==> config.mk <==
export PLATFORM = sky130hd
export DESIGN_NAME = random_roller_multi
export DESIGN_NICKNAME = d
export VERILOG_FILES = /design/src/rtl/random_roller_multi.sv
export SDC_FILE = /design/constraint.sdc
export NUM_CORES = 1
export LEC_CHECK = 0
export CORE_MARGIN = 2
export CORE_UTILIZATION = 45
export CTS_CLUSTER_SIZE = 8
export DETAILED_ROUTE_END_ITERATION = 7
export HOLD_SLACK_MARGIN = 0.06
export SETUP_SLACK_MARGIN = 0.4
export SLEW_MARGIN = 0
export SYNTH_ARGS = -nofsm -noshare
export SYNTH_HDL_FRONTEND = slang
export SYNTH_SLANG_ARGS = --single-unit
==> constraint.sdc <==
create_clock -name i_clk -period 4.67 [get_ports i_clk]
set_input_delay 0.467 -clock i_clk [delete_from_list [all_inputs] [get_ports i_clk]]
set_output_delay 0.467 -clock i_clk [all_outputs]
set_load 0.02 [all_outputs]
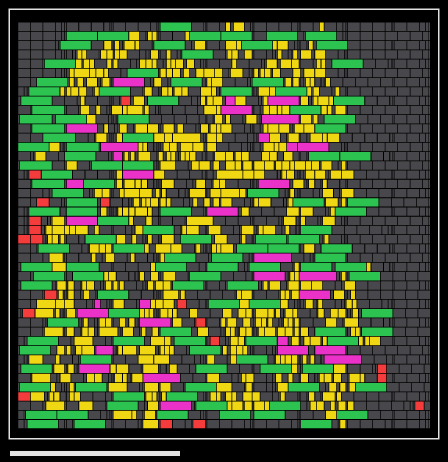
(images/cell_classes.png)
Scale bar: 50 µm. Fill, decap, tap and diode cells in grey.
[flip-flops] green | cells: 125
[clock drivers and dummy loads] magenta | cells: 32
[all other logic] yellow | cells: 537
[other buffers and delay cells] red | cells: 19
sequential cell area share: 41.1%
site row count: 44
fin util: 52.5%
Core Area: 14,500 µm²
post-route cell area: 7630 µm²

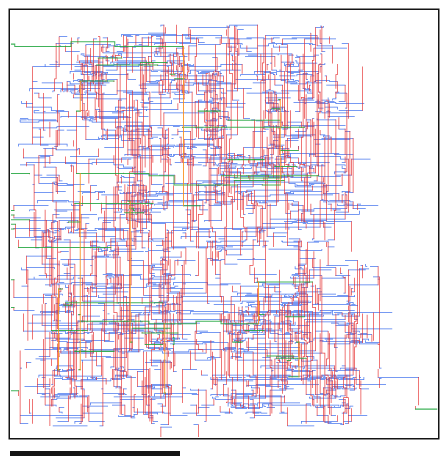
(images/metal_stack.png)
Scale bar: 50 µm.
[met4] orange | wire length: 247 µm
[met1] blue | wire length: 6,950 µm
[met3] green | wire length: 579 µm
[met2] red | wire length: 7,150 µm
all-layer global routing usage: 19.9%
per-cell routed wire length: 16.6 µm
final wirelength: 14.9 mm
via count: 5,164

==> flow_summary_export.csv <==
group,metric,value,unit
routing,ant_nets,0,
layout,final-comb-area,3310,µm²
critical_path,cp.arrival,4.08,ns
timing,finalSetupViolCount,0,
timing,relSlewSlack,31.3,%
critical_path,required,4.95,ns
pwr,power.total,0.00365,W
pwr,power_density,479,nW/µm²
yosys,syn-instance-count,695,
layout,antenna_cells,0,
floorplan,fp.dieW,126,µm
yosys,syn_nets,710,
clock_network,hold_buffers,0,
status,outcome,"finished, final reports clean",
yosys,top_area_cell,"dfrtp_1",
global_route,grt_pass1_wl,25.6,mm
floorplan,die-area,15900,µm²
floorplan,fp_util,46.1,%
yosys,numSynthFlops,125,
yosys,yosysUniqueCellTypes,72,
floorplan,io_pins,13,
global_route,antenna_found_initial,0,
timing,hold_viol_final,0,
timing,max_freq,0.264,GHz
pwr,p_leak,3.30,nW
clock_network,cts_max_level,4,
place,port_buffers,12,
critical_path,reg2regPathDepth,11,
clock_network,clk_pin_slew,0.06,ns
timing,finalSetupTns,0,ns
yosys,ys_warn_count,0,
clock_network,numCtsBuffers,17,
timing,min_period_over_period,81.2,%
layout,nets,715,
yosys,edf_count,0,
yosys,ff_type,"dfrtp_1",
clock_network,cts_buffer_depth,2,
yosys,synth.avg_cell_area,9.64,µm²
place,gp_congestion,0.853,
clock_network,clock.latency.late_pin,0.43,ns
critical_path,path_class,"flop to flop",
global_route,grt-ovfl-total,0,
timing,worst_pin_slew,1.02,ns
yosys,postSynthSeqShare,46.9,%
clock_network,clkSinkCount,125,
routing,drt_iter0_markers,324,
## where the power goes
group / internal, W / switching (W) / total [W]
clock: 0.00103 / 0.000509 / 0.00154
combinational: 0.000311 / 0.000447 / 0.000758
sequential: 0.00121 / 0.000151 / 0.00136
total: 0.00255 / 0.00111 / 0.00365
## cells in the mapped netlist, types with 3 or more instances
master    count
xnor2_1      29
nand3_1      30
o31ai_1       8
inv_1        25
a221oi_1      3
dfrtp_1     117
nor3b_1       4
mux2_4        9
dfstp_2       8
clkbuf_1     24
or2_2         3
a21oi_1      21
nor2b_1       6
nand2_1      62
a211oi_1      3
and3_1        5
o22ai_1       9
a32o_1        3
nand4_1      16
mux2i_1      23
mux2_2        5
xor2_1       28
ha_1         10
nor4b_1       3
a31oi_1      10
or4_1         3
nor3_1       17
nor4_1       10
nor2_1       96
nand2b_1      8
o41ai_1       4
buf_2         5
o21ai_0      32
or3_1        10
## final cells by class
cell class | count | area share (%)
Sequential cell | 125 | 41.1
Inverter | 25 | 1.23
Clock buffer | 19 | 5.94
Clock inverter | 13 | 3.08
Timing Repair Buffer | 19 | 2.23
Multi-Input combinational cell | 512 | 43.4
Tap cell | 184 | 3.02
## critical path, stage by stage (launching register included)
cell	delay, ns
dfrtp_1	0.44
inv_1	0.08
ha_1	0.18
or4b_1	0.60
nor4_4	0.44
and3_1	0.24
o221ai_2	0.13
nor4_4	0.43
a21oi_1	0.22
buf_4	0.22
nor2_2	0.50
o2bb2ai_1	0.15
## through the flow
stage	utilization [%]	hold WS [ns]	cell area, µm²
after floorplan	-	0.171	6700
after global placement	47.8	0.340	6940
after detailed placement	47.8	0.337	6940
after CTS	52.5	0.211	7630
after global routing	52.5	0.239	7630
final	52.5	0.173	7630
## kinds of logic (layout without fill, tap and decap cells)
family                     Yosys count  in the layout  share of synthesized area, %
DFF                                125            125                          46.9
xor gates and xnor gates            58             58                          7.79
AOI/OAI and AO/OA                  115            115                          11.5
muxes                               38             38                          6.46
adders and majority gates           10             10                          1.87
buffers and inverters               58             76                          3.76
and+or+nand+nor                    291            291                          21.8
## metal layers
metal	global-route usage [%]	share of wire, %	vias to the layer above
met5	0	0	-
met4	7.69	1.6	0
met3	4.38	3.9	23
met2	32.2	48	101
met1	26.3	47	2562
li1	-	-	2478
## cells in the final DEF, fill, tap and decap left out, types with 8 or more instances in the layout
master	netlist	layout
dfrtp_1	117	117
nor2_1	96	96
nand2_1	62	62
o21ai_0	32	32
nand3_1	30	30
xnor2_1	29	29
xor2_1	28	28
inv_1	25	25
mux2i_1	23	23
a21oi_1	21	21
nor3_1	17	17
clkbuf_16	0	17
nand4_1	16	16
clkdlybuf4s50_1	0	11
nor4_1	10	10
or3_1	10	10
a31oi_1	10	10
ha_1	10	10
o22ai_1	9	9
mux2_4	9	9
nand2b_1	8	8
o31ai_1	8	8
buf_4	1	8
dfstp_2	8	8
Power figures rest on the tool's default switching activity, not on a simulated workload.
